Figure 1. Signal wires by layer (run 1).
Only two layers are drawn.
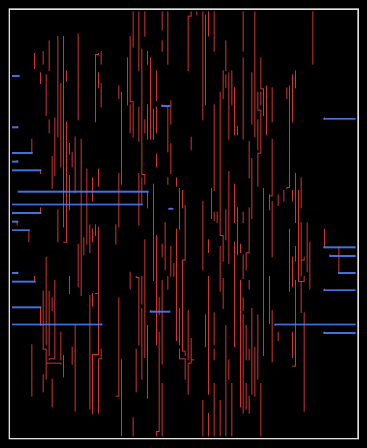
Figure 2. Sequential cells colored by netlist name (run 1).
Bar = 20 um.
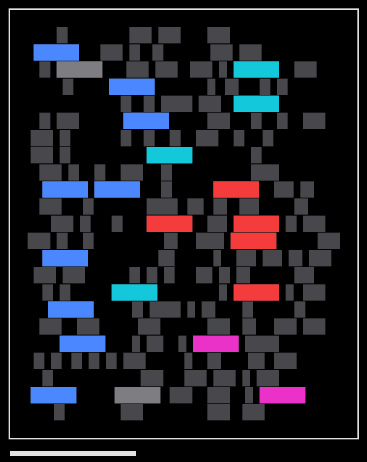
Figure 3. Wiring heat map (run 1).
11 x 14 tiles, from dark purple (low) to yellow (high), scaled to the fullest tile. Values are wire area over tile area, all layers added.
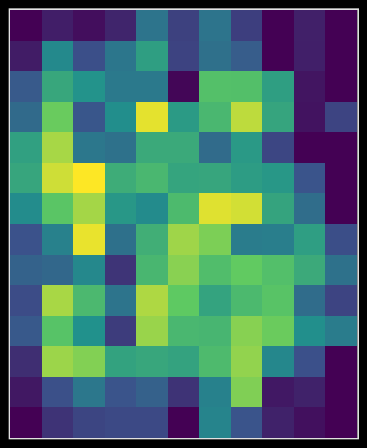
Figure 4. The clock network (run 1).
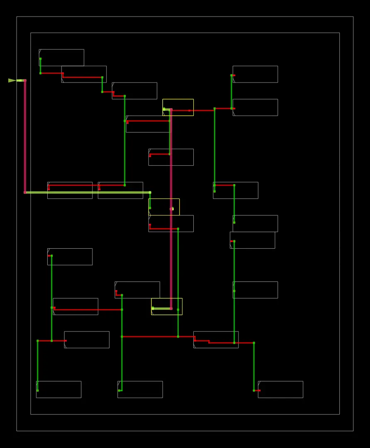
==> config.mk <==
export PLATFORM = sky130hd
export DESIGN_NAME = psum_result_writer_flat
export DESIGN_NICKNAME = d
export VERILOG_FILES = /design/src/rtl/noc_pkt_pkg.sv /design/src/rtl/psum_result_writer_if.sv /design/src/rtl/psum_result_writer_pkt_unpack.sv /design/src/rtl/psum_result_writer.sv /design/src/flat_wrapper.sv
export SDC_FILE = /design/constraint.sdc
export NUM_CORES = 1
export LEC_CHECK = 0
export CELL_PAD_IN_SITES_DETAIL_PLACEMENT = 1
export CELL_PAD_IN_SITES_GLOBAL_PLACEMENT = 1
export CORE_ASPECT_RATIO = 1.25
export CORE_MARGIN = 2
export CORE_UTILIZATION = 29
export CTS_CLUSTER_SIZE = 8
export DETAILED_ROUTE_END_ITERATION = 16
export PLACE_DENSITY_LB_ADDON = 0.1
export SYNTH_ARGS = -nofsm -noshare
export SYNTH_HDL_FRONTEND = slang
export SYNTH_SLANG_ARGS = --single-unit
==> constraint.sdc <==
create_clock -name clk -period 6.35 [get_ports clk]
set_clock_uncertainty 0.2 [all_clocks]
set_input_delay 1.27 -clock clk [delete_from_list [all_inputs] [get_ports clk]]
set_output_delay 1.27 -clock clk [all_outputs]
set_load 0.01 [all_outputs]
==> job_summary.md, run 1 <==
## PnR job results

| Metric | Value |
|---|---|
| Max-capacitance violation count | 0 |
| Final Wtd Congestion | 0.723 |
| Status | completed |
| Crit Path Category | input port to flip-flop |
| Number of hold violations in the final report | 0 |
| Adder-cell area share of the yosys netlist | 0.0264 |
| Share of the synthesized area in the top cell type | 0.464 |
| H-tree lvl count | 1 |
| Yosys cell count | 112 |
| Hold Crit Depth | 2 |
| Die footprint | approximately 3700 sq um |
| Number of buffers added to fix hold violations after cts | 0 |
| Effective utilization at floorplan | 0.300 |
| Met3 GRT Util | 0.0306 |
| Setup-violating endpoint count in the final report | 0 |
| Global Route met2 Usage | 0.315 |
| Detailed Place HPWL | 2050 um |
| Source-to-sink clock delay at the later pin of the worst-skew pair | 0.26 ns |
| Dominant kind of combinational cell | AND-OR/OR-AND gates |
| Yosys Chip Area | 948 sq um |
| Register clock-pin slew on the reported worst setup and hold paths | 0.08 ns |
| Required time of the worst setup path | ~6.3 ns |
| Min cycle time layout | ~3.3 ns |
| Maximum number of pins on one net before global-route repair | 21 |
| CP Launch Type | input port |
| Number of flip-flops under the largest register name | 9 |
| Area Growth Syn to Fin | 52.1% |
| Root buffer cell | clkbuf_8 |
About Figure 1:
Key: red = M2 [wire length 1600 um]; blue = M3 [wire length 124 um]
Wirelength per Cell: 15.5 um
total via count after detailed routing: 999
overall routed net length: 2920 um
gr usage total: 0.176

About Figure 2:
Key: blue = u_core.bus.mem_wdata [placed flops 9]; cyan = u_core.bus.mem_addr [placed flops 4]; magenta = u_core.bus.dbg_state [placed flops 2]; red = u_core.bus.dbg_count [placed flops 5]
Another 2 sequential cells are not colored.
utilization after layout: 0.456
Flop area: 440 sq um
proportion of cell area occupied by registers: 0.305
power in sequential cells: 0.000140 W

About Figure 3:
The fullest tile reaches 0.28. 42% of the tiles are over half the peak. The emptiest ninth of the die: upper right. The mean over all tiles is 0.12. 10% of the tiles are nearly empty. The densest ninth of the die: center.

About Figure 4:
Seq Cell Count: 22
clock buffers created by TritonCTS: 3

-- run 1: logic make-up after synthesis --
family / count (synthesis)
simple gates: 40
buf+inv: 9
fa+ha+maj: 2
flops: 22
compound gates: 38
mux: 1
-- run 1: layer usage --
metal,part of all wire,wire [um]
met1,0.39,1150
met2,0.55,1600
met3,0.042,123
met4,0.017,51
met5,0,0
-- run 1: power groups by stage --
stage	Sequential (W)	Combinational (W)	Clock [W]
2_1_floorplan	0.000143	0.0000101	0
3_3_place_gp	0.000143	0.0000286	0
3_5_place_dp	0.000143	0.0000293	0
4_1_cts	0.000140	0.0000293	0.0000910
5_1_grt	0.000140	0.0000315	0.0000974
6_report	0.000140	0.0000287	0.0000879
-- run 1: placed cells by master (no fill, tap or decap) --
| cell type | netlist | final |
|---|---|---|
| nor4b_2 | 1 | 1 |
| dfxtp_1 | 22 | 22 |
| ha_1 | 2 | 2 |
| nand2b_1 | 3 | 3 |
| buf_4 | 0 | 1 |
| o31a_1 | 1 | 1 |
| nor3_1 | 4 | 4 |
| or4b_1 | 1 | 1 |
| o211ai_1 | 1 | 1 |
| a31o_2 | 2 | 2 |
| nand2_1 | 4 | 4 |
| a22oi_1 | 1 | 1 |
| a21oi_1 | 15 | 15 |
| a21boi_0 | 1 | 1 |
| and2_0 | 1 | 1 |
| and3_1 | 1 | 1 |
| nor4_1 | 2 | 2 |
| a2111oi_0 | 2 | 2 |
| nand3_1 | 14 | 14 |
| mux2i_1 | 1 | 1 |
| or2_2 | 1 | 1 |
| a31o_1 | 1 | 1 |
| o21ai_0 | 13 | 13 |
| or3_1 | 1 | 1 |
| clkdlybuf4s50_1 | 0 | 43 |
| nor2_1 | 6 | 6 |
| a21o_1 | 1 | 1 |
| nor2b_1 | 1 | 1 |
| clkbuf_8 | 0 | 3 |
| inv_1 | 1 | 1 |
-- run 1: final cells by class --
class / instances / area, sq um / share of cell area
Clock buffer: 3 / 41.3 / 0.0286
Timing Repair Buffer: 44 / 438 / 0.304
Tap cell: 37 / 46.3 / 0.0321
Sequential cell: 22 / 440 / 0.305
Inverter: 1 / 3.75 / 0.00260
Multi-Input combinational cell: 81 / 473 / 0.328
-- run 1: per-stage QoR --
step           hold WS, ns  worst slack [ns]  instance area (sq um)   util
4_1_cts              0.287              2.99                   1440  0.456
2_1_floorplan        0.298              3.81                    948      -
5_1_grt              0.313              2.79                   1440  0.456
6_report             0.282              3.02                   1440  0.456
3_3_place_gp         0.261              2.79                   1400  0.443
3_5_place_dp         0.275              2.72                   1400  0.443
-- run 1: critical path, stage by stage --
cell and delay, ns:
clkdlybuf4s50_1 0.41, nor3_1 0.24, and2_0 0.69, a21boi_0 0.35, a31o_2 0.33
Figure 5. Cell area per tile (run 1).
Bar = 20 um. 6 x 7 tiles, from dark purple (low) to yellow (high), 0 to 100% covered.
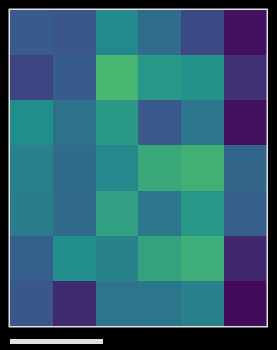

## Run 2: what changed since run 1
Settings changed: CORE_UTILIZATION 29 to 24.
Clock period 6.35 ns to 2.95 ns, I/O delays scaled along.
Figure 6. Cell area per tile (run 2).
Bar = 20 um. 6 x 7 tiles, from dark purple (low) to yellow (high), 0 to 100% covered.
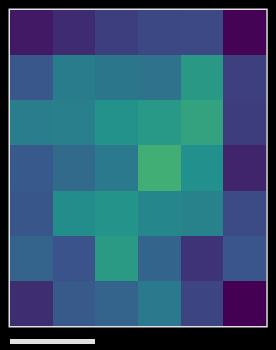
4.8% of the tiles are nearly empty. The densest ninth of the die: center. The mean over all tiles is 32%. The emptiest ninth of the die: lower right. The fullest tile reaches 63%.
placeable core region: 3780 sq um
utilization after layout: 0.399
effective utilization at floorplan: 0.251

Figure 7. Sequential cells colored by netlist name (run 2).
Bar = 20 um.
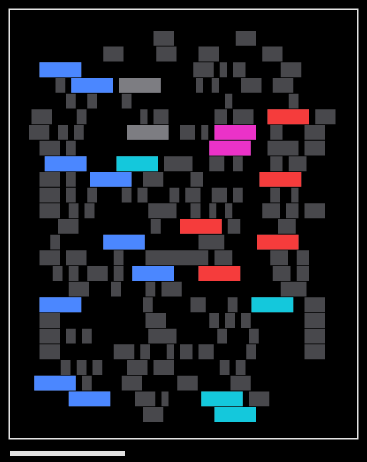
Key: cyan = u_core.bus.mem_addr [placed flops 4]; red = u_core.bus.dbg_count [placed flops 5, where middle right]; blue = u_core.bus.mem_wdata [placed flops 9]; magenta = u_core.bus.dbg_state [placed flops 2]
power in sequential cells: 0.000301 W
proportion of cell area occupied by registers: 0.292

Figure 8. The clock network (run 2).
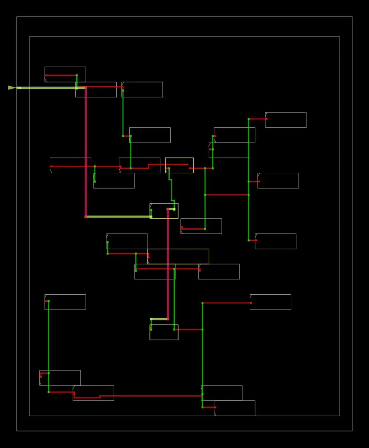
TritonCTS Sinks: 22
Clock Buffer Count: 3
clock network power consumption: 0.000283 W

==> job_summary.md, run 2 <==
## PnR job results

| Metric | Value |
|---|---|
| Die footprint | 4470 sq um (was 3750 sq um) |
| Number of flip-flops under the largest register name | 9 (unchanged) |
| Final Wtd Congestion | 0.681 (was 0.723) |
| Area Growth Syn to Fin | 59.1% (was 52.1%) |
| Crit Path Category | flip-flop to output pin (was input port to flip-flop) |
| Root buffer cell | clkbuf_8 (unchanged) |
| Status | completed (unchanged) |
| Share of the synthesized area in the top cell type | 0.464 (unchanged) |
| Required time of the worst setup path | 2.16 ns (was 6.31 ns) |
| Yosys cell count | 112 (unchanged) |
| Setup-violating endpoint count in the final report | 0 (unchanged) |
| Total via count after detailed routing | 1015 (was 999) |
| H-tree lvl count | 1 (unchanged) |
| Overall routed net length | 2890 um (was 2920 um) |
| Max-capacitance violation count | 0 (unchanged) |
| Wirelength per Cell | 13.9 um (was 15.5 um) |
| Min cycle time layout | approximately 2.6 ns |
| Register clock-pin slew on the reported worst setup and hold paths | 0.08 ns (about the same) |
| Detailed Place HPWL | 2060 um (was 2050 um) |
| Number of hold violations in the final report | 0 (unchanged) |
| Source-to-sink clock delay at the later pin of the worst-skew pair | 0.26 ns (about the same) |
| Gr usage total | 0.143 (was 0.176) |
-- run 2: cell counts after synthesis --
No cell type changed its count.
-- run 2: layout make-up --
cell class	count	area [sq um]
clock buffers	3	41.3
well taps	54	67.6
repair buffers	46	453
clock inverters	1	30.0
fillers	443	2280
inverters	1	3.75
flip-flops and latches	22	440
multi-input cells	81	473
-- run 2: metrics by stage --
stage / hold slack, ns / instance area, sq um / utilization
floorplan: 0.298 / 948 / -
global placement: 0.261 / 1440 / 0.380
detailed placement: 0.275 / 1440 / 0.380
CTS: 0.286 / 1510 / 0.399
global route: 0.314 / 1510 / 0.399
finish: 0.282 / 1510 / 0.399
-- run 2: cells by family after synthesis --
logic type,share of synthesized area
flip-flops,0.464
adder cells (fa/ha/maj),0.0264
multiplexers,0.0106
AND-OR/OR-AND,0.235
buffers and inverters,0.0369
AND/OR/NAND/NOR,0.227
-- run 2: critical path, stage by stage (launching register included) --
cell and delay (ns):
dfxtp_1 0.40, o31a_1 0.37, nor3_1 0.19, clkdlybuf4s50_1 0.56
-- run 2: layer usage --
layer / GRT usage / share of wire / vias up / wire (um)
met3: 0.0261 / 0.046 / 4 / 133
met4: 0.0519 / 0.015 / 0 / 42
met1: 0.176 / 0.44 / 483 / 1260
met2: 0.246 / 0.50 / 34 / 1450
li1: - / - / 494 / -
met5: 0 / 0 / - / 0
-- run 2: report_power, final --
| group | switching [W] | internal, W | leakage (nW) |
|---|---|---|---|
| registers | 0.00000213 | 0.000299 | 0.178 |
| logic | 0.0000285 | 0.0000347 | 0.287 |
| clock network | 0.000102 | 0.000181 | 0.0357 |
| total | 0.000133 | 0.000515 | 0.500 |
Power is estimated from default activity; no workload was simulated.
